### Placed standard cells, run 1

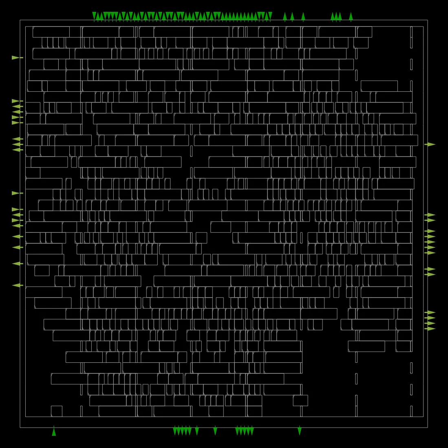
### Wires at chosen ports, followed through buffers, run 1

(4 px per µm)
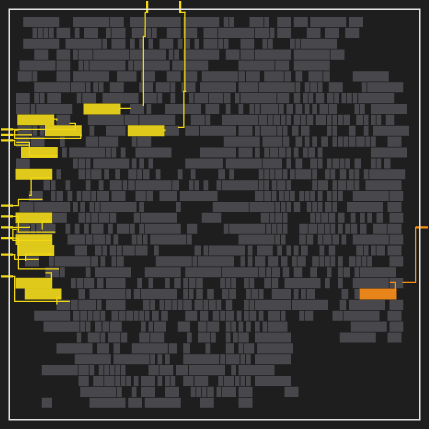
### Local utilization, run 1

(4 px per µm) The die is cut into 10 by 10 equal tiles; dark blue is low, red is high, 0 to 100% covered.
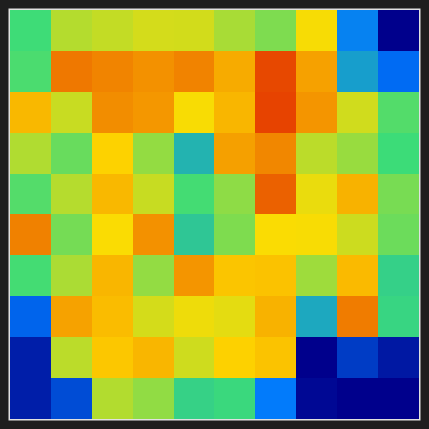
### src/rtl/vga_rx_monitor.sv
// VGA receive-side monitor: measures line timing, locks onto a stable line length and
// forwards active pixels with their coordinates once locked.
module vga_rx_monitor #(
   parameter int unsigned H_MAX = 2047,
   parameter int unsigned V_MAX = 2047
) (
   input  logic        i_clk,
   input  logic        i_rst,
   input  logic        i_px_en,
   input  logic        i_hsync,
   input  logic        i_vsync,
   input  logic        i_blank,
   input  logic [7:0]  i_red,
   input  logic [7:0]  i_grn,
   input  logic [7:0]  i_blu,
   output logic        o_pix_valid,
   output logic [23:0] o_pix_rgb,
   output logic [10:0] o_x,
   output logic [10:0] o_y,
   output logic        o_frame_start,
   output logic [10:0] o_line_len,
   output logic [10:0] o_act_lines,
   output logic        o_locked,
   output logic        o_err
);

   localparam logic [10:0] HMax = 11'(H_MAX);
   localparam logic [10:0] VMax = 11'(V_MAX);

   typedef enum logic [1:0] {StSearch, StMeasure, StLocked} state_e;

   state_e      r_state, w_state_nxt;
   logic        r_hs_prev, r_vs_prev;
   logic [10:0] r_h_cnt;
   logic        r_h_valid;
   logic [10:0] r_x, r_y;
   logic        r_line_act;
   logic [10:0] r_ref_len, w_ref_len_d;
   logic [10:0] r_act_lines;
   logic        r_pix_valid;
   logic [23:0] r_pix_rgb;
   logic [10:0] r_pix_x, r_pix_y;
   logic        r_frame_start, r_err;

   logic        w_h_fall, w_v_fall, w_len_chk, w_pix_ok;
   logic        w_line_err, w_frame_err, w_act_upd;
   logic [10:0] w_x_cur, w_y_inc, w_y_cur;

   assign w_h_fall  = i_px_en & r_hs_prev & ~i_hsync;
   assign w_v_fall  = i_px_en & r_vs_prev & ~i_vsync;
   // The first line after reset started at an unknown point and is never measured.
   assign w_len_chk = w_h_fall & r_h_valid;
   assign w_x_cur   = w_h_fall ? 11'd0 : r_x;
   // Line count including a line that ends on this very strobe.
   assign w_y_inc   = (w_h_fall && r_line_act && r_y != VMax) ? r_y + 11'd1 : r_y;
   assign w_y_cur   = w_v_fall ? 11'd0 : w_y_inc;
   assign w_pix_ok  = i_px_en & ~i_blank & (r_state == StLocked);

   always_ff @(posedge i_clk or negedge i_rst) begin
      if (!i_rst) r_state <= StSearch;
      else        r_state <= w_state_nxt;
   end

   always_comb begin
      w_state_nxt = r_state;
      w_ref_len_d = r_ref_len;
      w_line_err  = 1'b0;
      w_frame_err = 1'b0;
      w_act_upd   = 1'b0;
      unique case (r_state)
         StSearch: begin
            w_ref_len_d = 11'd0;
            if (w_v_fall) w_state_nxt = StMeasure;
         end
         StMeasure: begin
            if (w_len_chk) begin
               if (r_ref_len != 11'd0 && r_h_cnt == r_ref_len) w_state_nxt = StLocked;
               else                                           w_ref_len_d = r_h_cnt;
            end
         end
         StLocked: begin
            if (w_len_chk && r_h_cnt != r_ref_len) begin
               w_line_err  = 1'b1;
               w_state_nxt = StSearch;
            end
            if (w_v_fall && w_y_inc != r_act_lines) begin
               w_act_upd   = 1'b1;
               w_frame_err = (r_act_lines != 11'd0);
            end
         end
         default: w_state_nxt = StSearch;
      endcase
   end

   always_comb begin
      o_locked   = (r_state == StLocked);
      o_line_len = (r_state == StSearch) ? 11'd0 : r_ref_len;
   end

   always_ff @(posedge i_clk or negedge i_rst) begin
      if (!i_rst) begin
         r_hs_prev     <= 1'b1;
         r_vs_prev     <= 1'b1;
         r_h_cnt       <= '0;
         r_h_valid     <= 1'b0;
         r_x           <= '0;
         r_y           <= '0;
         r_line_act    <= 1'b0;
         r_ref_len     <= '0;
         r_act_lines   <= '0;
         r_pix_valid   <= 1'b0;
         r_pix_rgb     <= '0;
         r_pix_x       <= '0;
         r_pix_y       <= '0;
         r_frame_start <= 1'b0;
         r_err         <= 1'b0;
      end else begin
         r_pix_valid   <= w_pix_ok;
         r_pix_rgb     <= w_pix_ok ? {i_red, i_grn, i_blu} : 24'd0;
         r_pix_x       <= w_pix_ok ? w_x_cur : 11'd0;
         r_pix_y       <= w_pix_ok ? w_y_cur : 11'd0;
         r_frame_start <= w_v_fall;
         r_err         <= w_line_err | w_frame_err;
         r_ref_len     <= w_ref_len_d;
         if (w_act_upd) r_act_lines <= w_y_inc;
         if (i_px_en) begin
            r_hs_prev  <= i_hsync;
            r_vs_prev  <= i_vsync;
            r_h_cnt    <= w_h_fall ? 11'd1 : ((r_h_cnt == HMax) ? r_h_cnt : r_h_cnt + 11'd1);
            if (w_h_fall) r_h_valid <= 1'b1;
            r_x        <= (!i_blank && w_x_cur != HMax) ? w_x_cur + 11'd1 : w_x_cur;
            r_y        <= w_y_cur;
            r_line_act <= (w_h_fall ? 1'b0 : r_line_act) | ~i_blank;
         end
      end
   end

   assign o_pix_valid   = r_pix_valid;
   assign o_pix_rgb     = r_pix_rgb;
   assign o_x           = r_pix_x;
   assign o_y           = r_pix_y;
   assign o_frame_start = r_frame_start;
   assign o_act_lines   = r_act_lines;
   assign o_err         = r_err;

endmodule

### config.mk
export PLATFORM = sky130hd
export DESIGN_NAME = vga_rx_monitor
export DESIGN_NICKNAME = d
export VERILOG_FILES = /design/src/rtl/vga_rx_monitor.sv
export SDC_FILE = /design/constraint.sdc
export NUM_CORES = 1
export LEC_CHECK = 0
export ABC_AREA = 1
export CAP_MARGIN = 10
export CORE_UTILIZATION = 52
export CTS_CLUSTER_SIZE = 8
export DETAILED_ROUTE_END_ITERATION = 12
export PLACE_DENSITY = 0.83
export SLEW_MARGIN = 10
export SYNTH_ARGS = -nofsm -noshare
export SYNTH_HDL_FRONTEND = slang
export SYNTH_SLANG_ARGS = --single-unit
### constraint.sdc
create_clock -name i_clk -period 4.3 [get_ports i_clk]
set_clock_uncertainty 0.2 [all_clocks]
set_input_delay 0.86 -clock i_clk [delete_from_list [all_inputs] [get_ports i_clk]]
set_output_delay 0.86 -clock i_clk [all_outputs]
set_load 0.05 [all_outputs]
==> GITHUB_STEP_SUMMARY, run 1 <==
## Synthesis and layout report

| Metric | Value |
|---|---|
| Post-DP HPWL | `8.93 mm` |
| Leak pwr | `0.00318 µW` |
| CP Max Fanout | `12` |
| Initial core utilization | `53.5%` |
| Max Cap Violations | `0` |
| Final Hold Vio Count | `0` |
| CTS Sinks | `110` |
| Tightest Hold Check Type | `flip-flop to flip-flop` |
| Die H | `102 µm` |
| Worst R2R Start | `r_y[0]$_DFFE_PN0P_` |
| Hold depth | `2` |
| Crit start category | `flip-flop` |
| Max FFs per register | `24` |
| Met1 usage | `32.1%` |
| Compound-Gate Fraction of Synth Area | `4.45%` |
| Register-to-Register Setup Slack | `1.64 ns` |
| Top power group | `registers` |
| Reg clk slew, reported paths | `0.09 ns` |
| Grt met2 use | `39.6%` |
| Congestion Overflow GR | `0` |
| Total Power | `2620 µW` |
| Area share, top type | `51.7%` |
| Synthesis Warnings | `0` |
| Postcts setup bufs | `0` |
| Slew @ Worst Pin | `1.01 ns` |
| Syn Nets | `676` |
| Tmin final | `3.36 ns` |
| CP Launch Point | `r_state[0]$_DFFE_PN0P_` |
| Clock Root Buffer | `clkbuf_8` |
| Dominant comb cell | `simple AND/OR/NAND/NOR gates` |
| Iteration-0 DRC Markers | `244` |
| Most numerous logic cells after layout | `nand2_1 (130), dfrtp_1 (108), inv_1 (104), clkdlybuf4s50_1 (100), nor2_1 (98)` |
| Power density over the cells | `402 nW/µm²` |
| Std cell rows | `36` |
| Layout cells sized above 1 | `6.43%` |
| Comb area | `1960 µm²` |
| DRT Wirelength | `12.0 mm` |
| RSZ-0062 raised after global routing | `false` |
| DRT met1 WL | `5.37 mm` |
| Clock Latency Late Sink | `0.36 ns` |
| Yosys chip area | `5230 µm²` |
| Seq group | `1260 µW` |
| VDD IR-drop max | `0.000220 V` |
| DRT Pass-1 Iters | `5` |
| Largest net degree at the start of global routing | `84` |
| Status | `complete, no violations` |
| Hold Path Sink | `r_h_valid$_DFFE_PN0P_` |
| Number of cells in Yosys stat | `643` |
| Number of H-tree levels | `3` |
| Aggregate global-route resource usage | `24.1%` |
| Total Neg Setup Slack | `0 ns` |
-- 'Placed standard cells' (at the start) --
Core Area: 9770 µm²
post-layout util: 66.7%
n_taps: 133

-- 'Wires at chosen ports, followed through buffers' (at the start) --
legend:
  o_err:
    colour: orange
    direction: output
    edge: right
    end_cells: 1
    buffers: 1
    wire: 20.6 µm
  o_x:
    colour: yellow
    direction: output
    edge: 9 left, 2 top
    end_cells: 11
    buffers: 11
    wire: 243 µm

-- 'Local utilization' (at the start) --
fullest tile: 92%
nearly empty tiles: 5.0%
tiles over 75% full: 34%

[run 1: layout make-up]
| type | count | area share (%) |
|---|---|---|
| flip-flops and latches | 110 | 42.2 |
| clock inverters | 4 | 0.422 |
| multi-input cells | 408 | 30.1 |
| clock buffers | 12 | 2.53 |
| repair buffers | 106 | 16.0 |
| well taps | 133 | 2.55 |
| inverters | 106 | 6.12 |
[run 1: through the flow]
stage	hold WS [ns]	cell area, µm²	setup slack [ns]
4_1_cts	0.270	6520	0.940
3_3_place_gp	0.239	6330	0.894
3_5_place_dp	0.246	6330	0.774
5_1_grt	0.309	6520	0.810
6_report	0.268	6520	0.936
2_1_floorplan	0.223	5230	1.40
[run 1: worst max-delay path, cell delays in order (launching register included)]
cell,delay (ns)
dfrtp_1,0.43
nor2_1,0.61
nor2_1,0.16
clkdlybuf4s50_1,0.76
### Cell sizes after repair, run 1

(4 px per µm)
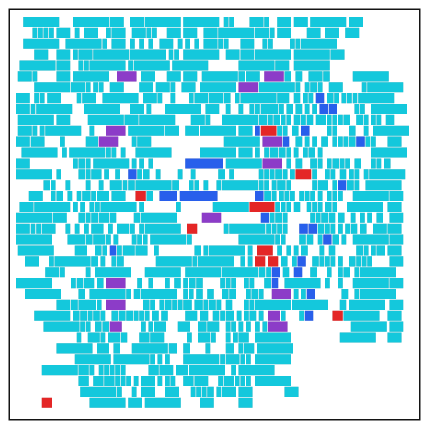

==> run 1 -> run 2 <==
CORE_UTILIZATION = 47   (was 52)
PLACE_DENSITY = 0.79   (was 0.83)
clock period = 2.7 ns   (was 4.3 ns; I/O delays follow)
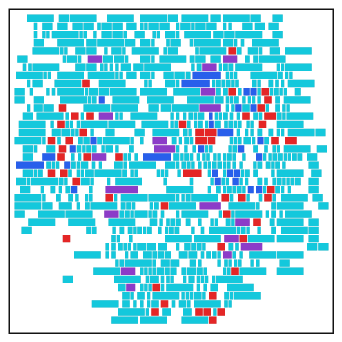
*Cell sizes after repair, run 2*
(3 px per µm)
legend:
  drive 3 to 4:
    colour: red
    cells: 51
    share: 6.5%
    most_used: buf_4
  drive 1 or less:
    colour: cyan
    cells: 683
    share: 88%
    most_used: nand2_1
  drive 2:
    colour: blue
    cells: 28
    share: 3.6%
    most_used: nand2_2
  drive 6 and up:
    colour: purple
    cells: 18
    share: 2.3%
    most_used: clkbuf_8
Synth-to-Final Area Change: 31.3%
Non-clk bufs: 140

==> run 2 against run 1 <==
  * Setup slack lost 0.81 ns
  * Sequential power increased by about 60%
  * Non-clock buffer count is 34 higher
  * Combinational power up 74%
  * Sequential cell count is the same
  * Global-route usage decreased by 0.99 points
  * Routed wire length is 4.3% higher
  * Final cell count up 4.7%
  * Utilization is 3.4 points lower
  * Register-to-register slack worse by 1.5 ns
  * Area after synthesis unchanged
  * Critical endpoint is now o_locked
  * Largest power group unchanged
  * Highest routed layer unchanged
==> GITHUB_STEP_SUMMARY, run 2 <==
## Synthesis and layout report

| Metric | Value |
|---|---|
| Top power group | `registers (unchanged)` |
| Synthesis Warnings | `0 (unchanged)` |
| Compound-Gate Fraction of Synth Area | `4.45% (unchanged)` |
| Clock Latency Late Sink | `0.38 ns (was 0.36 ns)` |
| DRT Pass-1 Iters | `5 (unchanged)` |
| Tool warnings | `26 (unchanged)` |
| Reg clk slew, reported paths | `0.10 ns (was 0.09 ns)` |
| VDD IR-drop max | `0.000328 V (was 0.000220 V)` |
| Post-DP HPWL | `9.29 mm (was 8.93 mm)` |
| Input/output buffers | `101 (unchanged)` |
| Grt met2 use | `38.5% (was 39.6%)` |
| CP Launch Point | `r_state[0]$_DFFE_PN0P_ (unchanged)` |
| Cells after Synth | `643 (unchanged)` |
| Worst path max stage delay | `0.84 ns (was 0.76 ns)` |
| Power density over the cells | `644 nW/µm² (was 402 nW/µm²)` |
| Worst path cell trace | `nor2_1, clkdlybuf4s50_1 (was nor2_1, nor2_1, clkdlybuf4s50_1)` |
| Buf/Inv on CP | `1 (unchanged)` |
| Std cell rows | `38 (was 36)` |
| Final Hold Vio Count | `0 (unchanged)` |
| Max Cap Violations | `0 (unchanged)` |
| Status | `complete, no violations (unchanged)` |
| Worst hold slack | `0.286 ns (was 0.268 ns)` |
| Seq group | `2010 µW (was 1260 µW)` |
| Post-layout util | `63.3% (was 66.7%)` |
| Total Power | `4420 µW (was 2620 µW)` |
| Switch Pwr | `1620 µW (was 962 µW)` |
| Area share, top type | `51.7% (unchanged)` |
| Largest net degree at the start of global routing | `52 (was 84)` |
| DRT Wirelength | `12.5 mm (was 12.0 mm)` |
| Die H | `107 µm (was 102 µm)` |
| Tmin final | `2.58 ns` |
| Yosys chip area | `5230 µm² (unchanged)` |
| Postcts setup bufs | `0 (unchanged)` |
| Core Area | `10,800 µm² (was 9770 µm²)` |
| DRT met1 WL | `5.43 mm (was 5.37 mm)` |
| Number of H-tree levels | `3 (unchanged)` |
| Dominant comb cell | `simple AND/OR/NAND/NOR gates (unchanged)` |
| Congestion Overflow GR | `0 (unchanged)` |
| Most numerous logic cells after layout | `nand2_1 (129), dfrtp_1 (106), inv_1 (104), nor2_1 (94), clkdlybuf4s50_1 (89) (was nand2_1 (130), dfrtp_1 (108), inv_1 (104), clkdlybuf4s50_1 (100), nor2_1 (98))` |
| Stages on worst setup path | `2 (was 3)` |
| Nets | `808 (was 774)` |
| XOR Share, Synth | `3.18% (unchanged)` |
| Total Neg Setup Slack | `0 ns (unchanged)` |
| Worst R2R Start | `r_y[0]$_DFFE_PN0P_ (unchanged)` |
| Syn Nets | `676 (unchanged)` |
| Aggregate global-route resource usage | `23.1% (was 24.1%)` |
| Hold depth | `2 (unchanged)` |
| Leak pwr | `0.00339 µW (was 0.00318 µW)` |
| Iteration-0 DRC Markers | `218 (was 244)` |
| Clock Root Buffer | `clkbuf_8 (unchanged)` |
| Max FFs per register | `24 (unchanged)` |
| Number of cells in Yosys stat | `643 (unchanged)` |
| Crit path max-delay family | `buffers and inverters (was simple AND/OR/NAND/NOR gates)` |
| Tightest Hold Check Type | `flip-flop to flip-flop (unchanged)` |
| Register-to-Register Setup Slack | `0.16 ns (was 1.64 ns)` |
| Initial core utilization | `48.2% (was 53.5%)` |
| Crit start category | `flip-flop (unchanged)` |
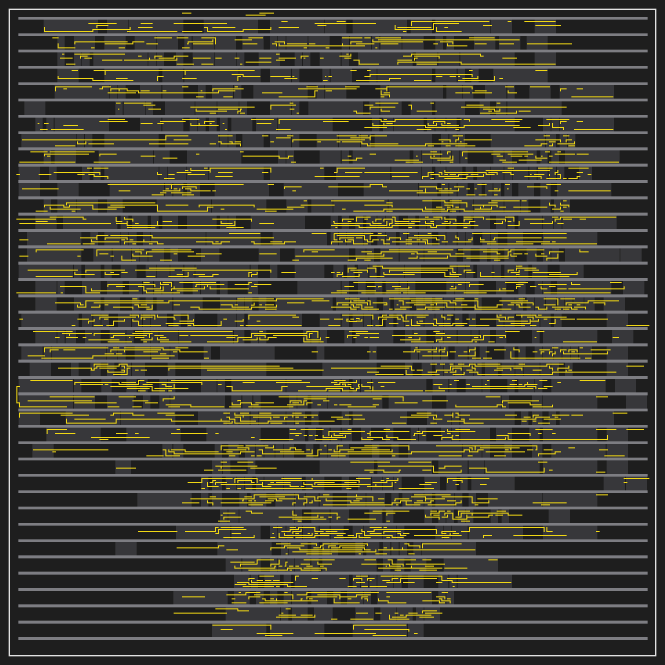
*M1 wires, run 2*
(6 px per µm) Supply wires on this layer in grey. Cells faint in the background.
wire length on this layer: 5,430 µm
share of all routed wire: 43%

[run 2: cell counts after synthesis]
No cell type changed its count.
[run 2: worst register-to-register path: cells and delay by family (launching register included)]
kind / cells / cell delay (ns)
DFF: 1 / 0.43
and+or+nand+nor: 14 / 1.60
adders and majority gates: 1 / 0.24
[run 2: stage by stage]
stage | instance area [µm²] | worst slack (ns)
after floorplan | 5230 | 0.119
after CTS | 6810 | 0.0405
final | 6860 | 0.124
after global routing | 6860 | -0.0314
after global placement | 6580 | -0.217
after detailed placement | 6580 | -0.271
[run 2: area by class of cell]
class,count,area (µm²)
clock buffers,11,151
clock inverters,5,63.8
fillers,911,3980
inverters,106,399
multi-input cells,408,2000
flip-flops and latches,110,2760
well taps,140,175
repair buffers,140,1320
No activity file was given, so power comes from the tool's default toggle rates.
